Run 1, M3 wires:
Scale bar: 20 um.
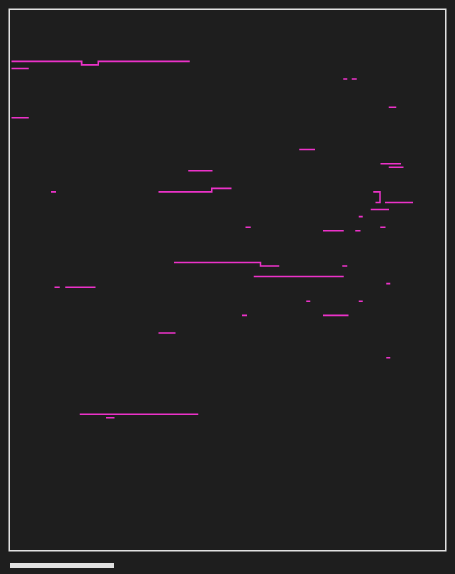
Run 1, met1 routing:
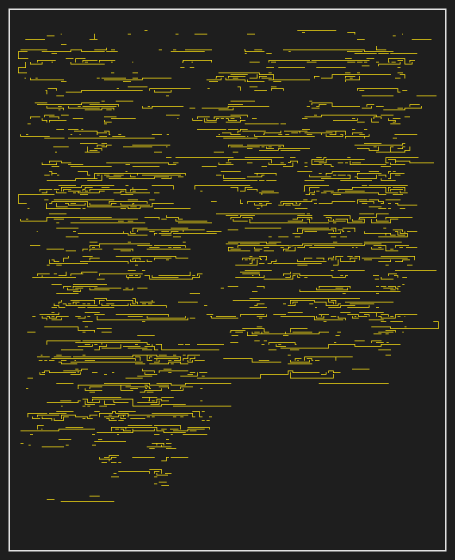
Run 1, cells colored by class:
Fill, decap, tap and diode cells in gray.
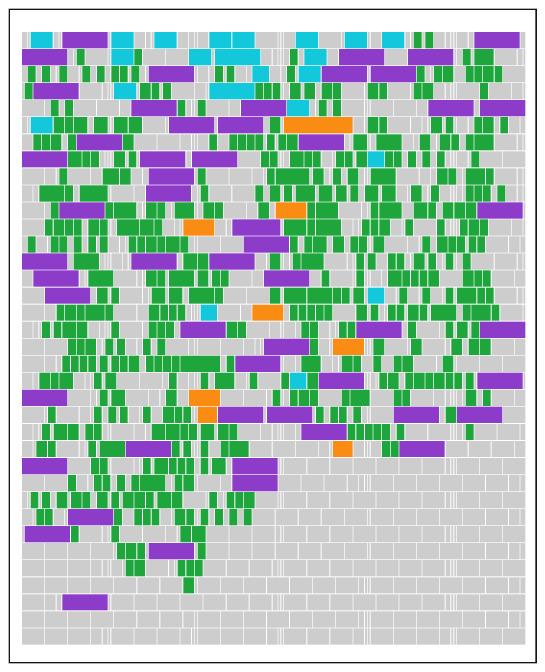
## config.mk

```make
export PLATFORM = sky130hd
export DESIGN_NAME = sw_irq_debounce
export DESIGN_NICKNAME = d
export VERILOG_FILES = /design/src/rtl/sw_irq_pkg.sv /design/src/rtl/debounce_channel.sv /design/src/rtl/sw_irq_debounce.sv
export SDC_FILE = /design/constraint.sdc
export NUM_CORES = 1
export LEC_CHECK = 0
export ABC_AREA = 1
export ABC_CLOCK_PERIOD_IN_PS = 1960
export CAP_MARGIN = 20
export CORE_ASPECT_RATIO = 1.25
export CORE_MARGIN = 1.5
export CORE_UTILIZATION = 40
export CTS_BUF_LIST = sky130_fd_sc_hd__clkbuf_8
export CTS_CLUSTER_DIAMETER = 80
export DETAILED_ROUTE_END_ITERATION = 16
export PLACE_DENSITY_LB_ADDON = 0.3
export SLEW_MARGIN = 10
export SYNTH_ARGS = -nofsm -noshare
export SYNTH_HDL_FRONTEND = slang
export SYNTH_SLANG_ARGS = --single-unit
```

## constraint.sdc

```tcl
create_clock -name clk -period 1.96 [get_ports clk]
set_clock_uncertainty 0.2 [all_clocks]
set_input_delay 0.392 -clock clk [delete_from_list [all_inputs] [get_ports clk]]
set_output_delay 0.392 -clock clk [all_outputs]
set_load 0.005 [all_outputs]
```

## src/rtl/sw_irq_pkg.sv

```systemverilog
// Shared types and helpers for the switch/button debounce and interrupt-pending block.
package sw_irq_pkg;

    typedef enum logic [1:0] {
        STABLE_LO,
        WAIT_HI,
        STABLE_HI,
        WAIT_LO
    } db_state_t;

    // The counter never holds more than cycles-1, so $clog2 is enough; keep at least one bit.
    function automatic int db_cnt_w(int cycles);
        return (cycles <= 2) ? 1 : $clog2(cycles);
    endfunction

endpackage

```

## src/rtl/debounce_channel.sv

```systemverilog
// One input channel: 2-flop synchronizer followed by a debounce FSM with a stability counter.
//
// state     | meaning
// STABLE_LO | debounced level is 0, input agrees
// WAIT_HI   | input went high, counting consecutive high samples
// STABLE_HI | debounced level is 1, input agrees
// WAIT_LO   | input went low, counting consecutive low samples
module debounce_channel
    import sw_irq_pkg::*;
#(
    parameter int DEBOUNCE_CYCLES = 1_000_000
) (
    input  logic clk,
    input  logic reset,
    input  logic sw_in,
    output logic level,
    output logic rise,
    output logic fall
);

    localparam int CW = db_cnt_w(DEBOUNCE_CYCLES);
    localparam logic [CW-1:0] CNT_LAST = CW'(DEBOUNCE_CYCLES - 1);
    localparam logic [CW-1:0] CNT_ONE  = CW'(1);

    logic s1, s2;
    db_state_t state, state_nx;
    logic [CW-1:0] cnt, cnt_nx;

    always_ff @(posedge clk) begin
        if (reset) begin
            s1    <= 1'b0;
            s2    <= 1'b0;
            state <= STABLE_LO;
            cnt   <= '0;
            level <= 1'b0;
        end else begin
            s1    <= sw_in;
            s2    <= s1;
            state <= state_nx;
            cnt   <= cnt_nx;
            if (rise) level <= 1'b1;
            else if (fall) level <= 1'b0;
        end
    end

    // rise/fall are acceptance strobes for this edge; the top registers them.
    always_comb begin
        state_nx = state;
        cnt_nx   = cnt;
        rise     = 1'b0;
        fall     = 1'b0;
        case (state)
            STABLE_LO: begin
                if (s2) begin
                    state_nx = WAIT_HI;
                    cnt_nx   = CNT_ONE;
                end
            end
            WAIT_HI: begin
                if (!s2) begin
                    state_nx = STABLE_LO;
                    cnt_nx   = '0;
                end else if (cnt == CNT_LAST) begin
                    state_nx = STABLE_HI;
                    cnt_nx   = '0;
                    rise     = 1'b1;
                end else begin
                    cnt_nx = cnt + CNT_ONE;
                end
            end
            STABLE_HI: begin
                if (!s2) begin
                    state_nx = WAIT_LO;
                    cnt_nx   = CNT_ONE;
                end
            end
            WAIT_LO: begin
                if (s2) begin
                    state_nx = STABLE_HI;
                    cnt_nx   = '0;
                end else if (cnt == CNT_LAST) begin
                    state_nx = STABLE_LO;
                    cnt_nx   = '0;
                    fall     = 1'b1;
                end else begin
                    cnt_nx = cnt + CNT_ONE;
                end
            end
            default: begin
                state_nx = STABLE_LO;
                cnt_nx   = '0;
            end
        endcase
    end

endmodule

```

## src/rtl/sw_irq_debounce.sv

```systemverilog
// N debounced switch channels with edge pulses and sticky, CLIC-clearable pending bits.
module sw_irq_debounce
    import sw_irq_pkg::*;
#(
    parameter int N_IN            = 2,
    parameter int DEBOUNCE_CYCLES = 1_000_000
) (
    input  logic            clk,
    input  logic            reset,
    input  logic [N_IN-1:0] sw_in,
    input  logic [N_IN-1:0] rise_en,
    input  logic [N_IN-1:0] fall_en,
    input  logic [N_IN-1:0] irq_clear,
    output logic [N_IN-1:0] level_out,
    output logic [N_IN-1:0] edge_pulse,
    output logic [N_IN-1:0] irq_pend
);

    if (DEBOUNCE_CYCLES < 2) begin : g_bad_cycles
        $error("sw_irq_debounce: DEBOUNCE_CYCLES must be >= 2");
    end

    logic [N_IN-1:0] rise, fall, level;

    for (genvar i = 0; i < N_IN; i++) begin : g_ch
        debounce_channel #(
            .DEBOUNCE_CYCLES(DEBOUNCE_CYCLES)
        ) u_ch (
            .clk   (clk),
            .reset (reset),
            .sw_in (sw_in[i]),
            .level (level[i]),
            .rise  (rise[i]),
            .fall  (fall[i])
        );
    end

    assign level_out = level;

    // Set is ORed in after the clear so an event accepted alongside a clear is kept.
    always_ff @(posedge clk) begin
        if (reset) begin
            edge_pulse <= '0;
            irq_pend   <= '0;
        end else begin
            edge_pulse <= rise | fall;
            irq_pend   <= (irq_pend & ~irq_clear) | (rise & rise_en) | (fall & fall_en);
        end
    end

endmodule
```

==> writeup.txt, run 1 <==
The routed design shows a wire length per standard cell of 12.2 um. The register with the most flip-flops in the layout has 40 of them. The run gives 535 for the number of nets at floorplan.

The post-synthesis chip area from yosys is 0.00327 mm^2. XOR/XNOR share of the synthesized area: 0.0161. Setup repair after global routing left no endpoint under its margin. The root buffer cell chosen for the clock tree is clkbuf_8.

The top register by number of flip-flops is g_ch.u_ch.cnt. The H-tree was split into 2 levels. The cell depth of the worst flop-to-flop path works out to 8.

Summed over all instances, the cell type with the most area after synthesis is dfxtp_1. With the placed cell count at 627, the number of enable flip-flop cells is 0. Looking at the max-slew report, the worst-margin pin has a slew of 0.368 ns. The number of cells in the finished layout apart from fillers was 635. Type of the worst min-delay path: reg -> reg.

The proportion of synthesized flip-flops having asynchronous set or reset came out at 0. The script extracted a total leakage power of 1.37 nW. 16 I/O pins were placed. The number of flip-flops and latches in the synthesized netlist came out at 54. The run gives 0.899 as the placer's final routability congestion estimate. Critical path class: reg -> reg. Looking at the reg2reg group, the worst path ends at g_ch[1].u_ch.cnt[19]$_SDFFE_PP0P_.

The share of final layout cell area taken by clock buffers and inverters was 0.0316. TritonCTS built the clock tree. The report lists the cells along the critical path as ha_1 > nand3_2 > nor2_4 > nand3_4 > nand2_4 > inv_2 > nand2_1 > a21oi_1. TritonCTS created 5 clock buffers. The capture point of the worst path was g_ch[1].u_ch.cnt[19]$_SDFFE_PP0P_.

The floorplan step defined a die boundary enclosing 0.00873 mm^2. Across the placement rows, the number of tap cells is 95. The run gives 809 as the final-layout fill cell count. The number of cells reported by Yosys stat comes to 523.

The launch point of the worst min-delay path is recorded as g_ch[1].u_ch.s1$_SDFF_PP0_. With the data-path buffer share of cell area in the final layout at 0.0619, the final tally of setup violations is 0. Dominant kind of cell by area: logic gates. Measured along the x axis, the die boundary spans 83.9 um. The final net count was 551. For the insertion delay at the late pin of the worst-skew pair, the log shows 0.31 ns. For the worst setup path, the data required time is 1.97 ns.

The logic depth of the worst path, buffers included works out to 8. The synthesis report names the predominant flop master as dfxtp_1. The hold-fix buffer count after cts was 0; the chip height was 104 um.

The initial antenna violation count was 0; the stage-log warning count was 26. As logged by OpenROAD, the buffers inserted on ports number 15. Hold timing on the final database bottoms out at a slack of 0.212 ns. The power density over the cells was 546 mW/mm^2; the post-route fraction of the period consumed by the critical path was 0.920. By instance count after routing, the leading logic cell type is nand2_1. Entering global routing, the biggest net connects 25 pins.

Leaving out the clock tree, the finished layout contains an inverter count of 76. Highest-delay cell along the critical path: dfxtp_1. The synthesized instance count is 523.

The all-layer global routing usage was 0.186. The run finished with clean final reports. The multi-input gate share of the layout cell area was 0.503; the register clock-pin slew on the reported worst setup and hold paths was 0.10 ns. 380 cells are multi-input combinational gates. Non-clock buffers in the final layout number 22. Via count of the first global-routing pass: 3162. For the number of post-CTS setup repair buffers, the log shows 0.

Area growth from synthesis to final layout: 12.6%. The launch point of the worst register-to-register path is recorded as g_ch[1].u_ch.cnt[0]$_SDFFE_PP0P_. The run gives 1 for the buffers plus inverters on the worst setup path. The run gives 0.440 for the simple-gate portion of the synthesized area. Looking at the gate-level netlist, the highest instance count belongs to nand2_1. The effective utilization at floorplan was 0.415; the mean instance size in the synthesized netlist was 6.25 um^2. Dividing the detail-routed via count by the number of cells gives 5.04.

The ratio of cells with drive above 1 in the final layout works out to 0.109. Per the layout report, the design carries 5 clock buffers. The synthesis run shows the most used standard cells to be 152 x nand2_1, 71 x inv_1, 69 x nor2_1. STA reports a reg2reg setup slack of 0.16 ns. The arrival time of data at the worst endpoint is listed as 1.81 ns.
Notes on 'M3 wires' above:
wire length on this layer: 167 um
nets with wire on the layer: 20
share of all routed wire: 2.2%

Notes on 'met1 routing' above:
main direction: horizontal
nets with wire on the layer: 520
wire length on this layer: 3350 um
share of all routed wire: 43%
longest straight run: 21.2 um
final wirelength: 7.72 mm
vias after detailed routing: 3203
GR Layer Usage met1: 0.209

Notes on 'cells colored by class' above:
[other buffers and delay cells] cyan | cells: 22 | share of their area: 6.4%
[combinational and other logic] green | cells: 456 | share of their area: 60%
[flops] purple | cells: 54 | share of their area: 30%
[clock drivers and dummy loads] orange | cells: 8 | share of their area: 3.3%
proportion of cell area occupied by registers: 0.294
number of standard-cell rows in the floorplan: 36
share of the core filled with cells: 0.467

-- run 1: report_power, final --
part	switching, mW	total (mW)	internal [mW]	leakage (nW)
Combinational	0.0716	0.116	0.0446	0.878
Clock	0.391	0.779	0.388	0.0587
Sequential	0.00892	1.12	1.11	0.437
-- run 1: cell families after synthesis --
group           after synthesis
simple gates                315
buf+inv                      89
compound gates               57
flops                        54
xor+xnor                      6
fa+ha+maj                     2
-- run 1: layer usage --
| layer | vias up | routed length (um) | track usage |
|---|---|---|---|
| met2 | 48 | 3940 | 0.340 |
| met5 | - | 0 | 0 |
| met1 | 1459 | 3350 | 0.209 |
| li1 | 1673 | - | - |
| met4 | 0 | 255 | 0.0867 |
| met3 | 23 | 167 | 0.0294 |
--- run 2 (diff from run 1) ---
SYNTH_HIERARCHICAL = 1   (was default)
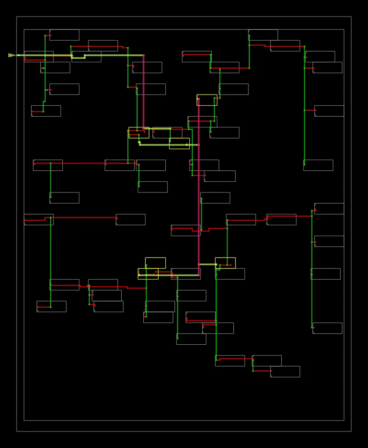
Run 2: clock routing
clock sink count: 54
number of clock buffers inserted by TritonCTS: 5
clock network power: 0.626 mW
clock buffers: 6
Seq cells: 54

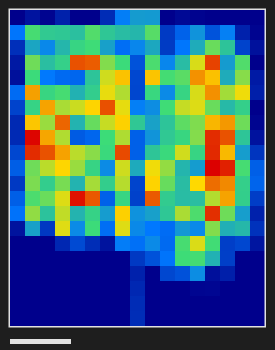
Run 2: routed metal per tile
Scale bar: 20 um. The die is cut into 17 by 21 equal tiles; dark blue is low, red is high, scaled to the fullest tile. Values are wire area over tile area, all layers added.
mean over tiles: 0.14
fullest tile: 0.41
nearly empty tiles: 24%
emptiest ninth of the die: south-west
tiles over half the peak: 30%
GRT Total Usage: 0.185
final wirelength: 7.77 mm
vias after detailed routing: 3273
average wire length per cell after detail routing: 11.8 um

==> writeup.txt, run 2 <==
The flow ran to the end, and the final reports show no timing, DRC or antenna violations. The count of buffers from port buffering is 15 (unchanged). The post-route fraction of the period consumed by the critical path works out to 0.942 (was 0.920). Most numerous logic cell after layout: nand2_1 (unchanged). The net switching power of the design is 0.538 mW (was 0.472 mW), and the endpoint required time on the critical path is 1.96 ns (was 1.97 ns). The run gives 0.292 (was 0.294) for the register share of the cell area. Per-cell via count in the routed design: 4.98 (was 5.04). The tools report the leakage power as 1.38 nW (was 1.37 nW). The actual slew at the worst max-slew pin came out at 0.381 ns (was 0.368 ns). The run gives 83.7 um (was 83.9 um) for the chip width. For the number of top-level design ports, the log shows 16 (unchanged). The number of flip-flops and latches in the synthesized netlist was 54 (unchanged). The post-synthesis cell type with the largest combined area was dfxtp_1 (unchanged).

The stage-log warning count works out to 27 (was 26). Final tally of setup violations: 0 (unchanged). The highest-delay cell along the critical path was dfxtp_1 (unchanged).

The run gives 657 (was 635) as the number of cells in the finished layout apart from fillers. For the combinational share of power, the log shows 0.127 (was 0.058). The run gives 0.110 (was 0.109) for the ratio of cells with drive above 1 in the final layout. Ranking of synthesized cells by instance count: 167 x nand2_1, 79 x nor2_1, 72 x inv_1 (was 152 x nand2_1, 71 x inv_1, 69 x nor2_1).

The buffer count excluding the clock tree in the final layout was 34 (was 22). The top register by number of flip-flops was g_ch.u_ch/cnt (was g_ch.u_ch.cnt). The inverter count was 74 (was 76). The tools report the met3 track demand over resource as 0.0286 (was 0.0294). TritonCTS built the clock tree.

The tools report the internal power of the cells as 1.49 mW (was 1.54 mW). The relative contribution of sequential cells to total power came out at 0.564 (was 0.555). For the H-tree level count, the log shows 2 (unchanged). The chip height is 104 um (about the same).

Critical path cell sequence: ha_1 > nand3_2 > nor2_4 > nand3_2 > nor2_4 > nor2_4 > buf_12 > buf_4 > nand2_1 > a21oi_1 (was ha_1 > nand3_2 > nor2_4 > nand3_4 > nand2_4 > inv_2 > nand2_1 > a21oi_1). The chip area was 0.00869 mm^2 (was 0.00873 mm^2). The tools report the placer's final routability congestion estimate as 0.886 (was 0.899).

The type of the worst min-delay path was reg -> reg (unchanged). The logs give 0.256 mW (was 0.116 mW) for the power consumed by combinational cells and 36 (unchanged) for the row count. The run gives 394 (was 380) for the multi-input combinational cell count. The most heavily used metal layer in global routing was met2 (unchanged). Number of tap cells added at floorplan: 95 (unchanged). With the sequential group power at 1.14 mW (was 1.12 mW), the effective utilization at floorplan is 0.415 (about the same). The power density over the cells works out to 546 mW/mm^2 (about the same). The buffers plus inverters on the worst setup path was 2 (was 1); the register clock-pin slew on the reported worst setup and hold paths was 0.09 ns (was 0.10 ns). With the area growth from synthesis to final layout at 14.0% (was 12.6%), the reg2reg setup slack is 0.11 ns (was 0.16 ns). Group with the largest share of power: registers (unchanged). The yosys cell count was 534 (was 523).
-- run 2: repair_timing --
item                                    4_1_cts  5_1_grt
endpoints found under the setup margin        0       11
resized                                       0        6
setup buffers                                 0        4
-- run 2: path summary, 6_finish.rpt --
kind,from,endpoint,depth (start not counted)
min,g_ch[0].u_ch/s1$_SDFF_PP0_,g_ch[0].u_ch/s2$_SDFF_PP0_,2
max reg2reg,g_ch[0].u_ch/cnt[0]$_SDFFE_PP0P_,g_ch[0].u_ch/cnt[9]$_SDFFE_PP0P_,10
max,g_ch[0].u_ch/cnt[0]$_SDFFE_PP0P_,g_ch[0].u_ch/cnt[9]$_SDFFE_PP0P_,10
min reg2reg,g_ch[0].u_ch/s1$_SDFF_PP0_,g_ch[0].u_ch/s2$_SDFF_PP0_,2
Power and IR drop assume default switching activity.
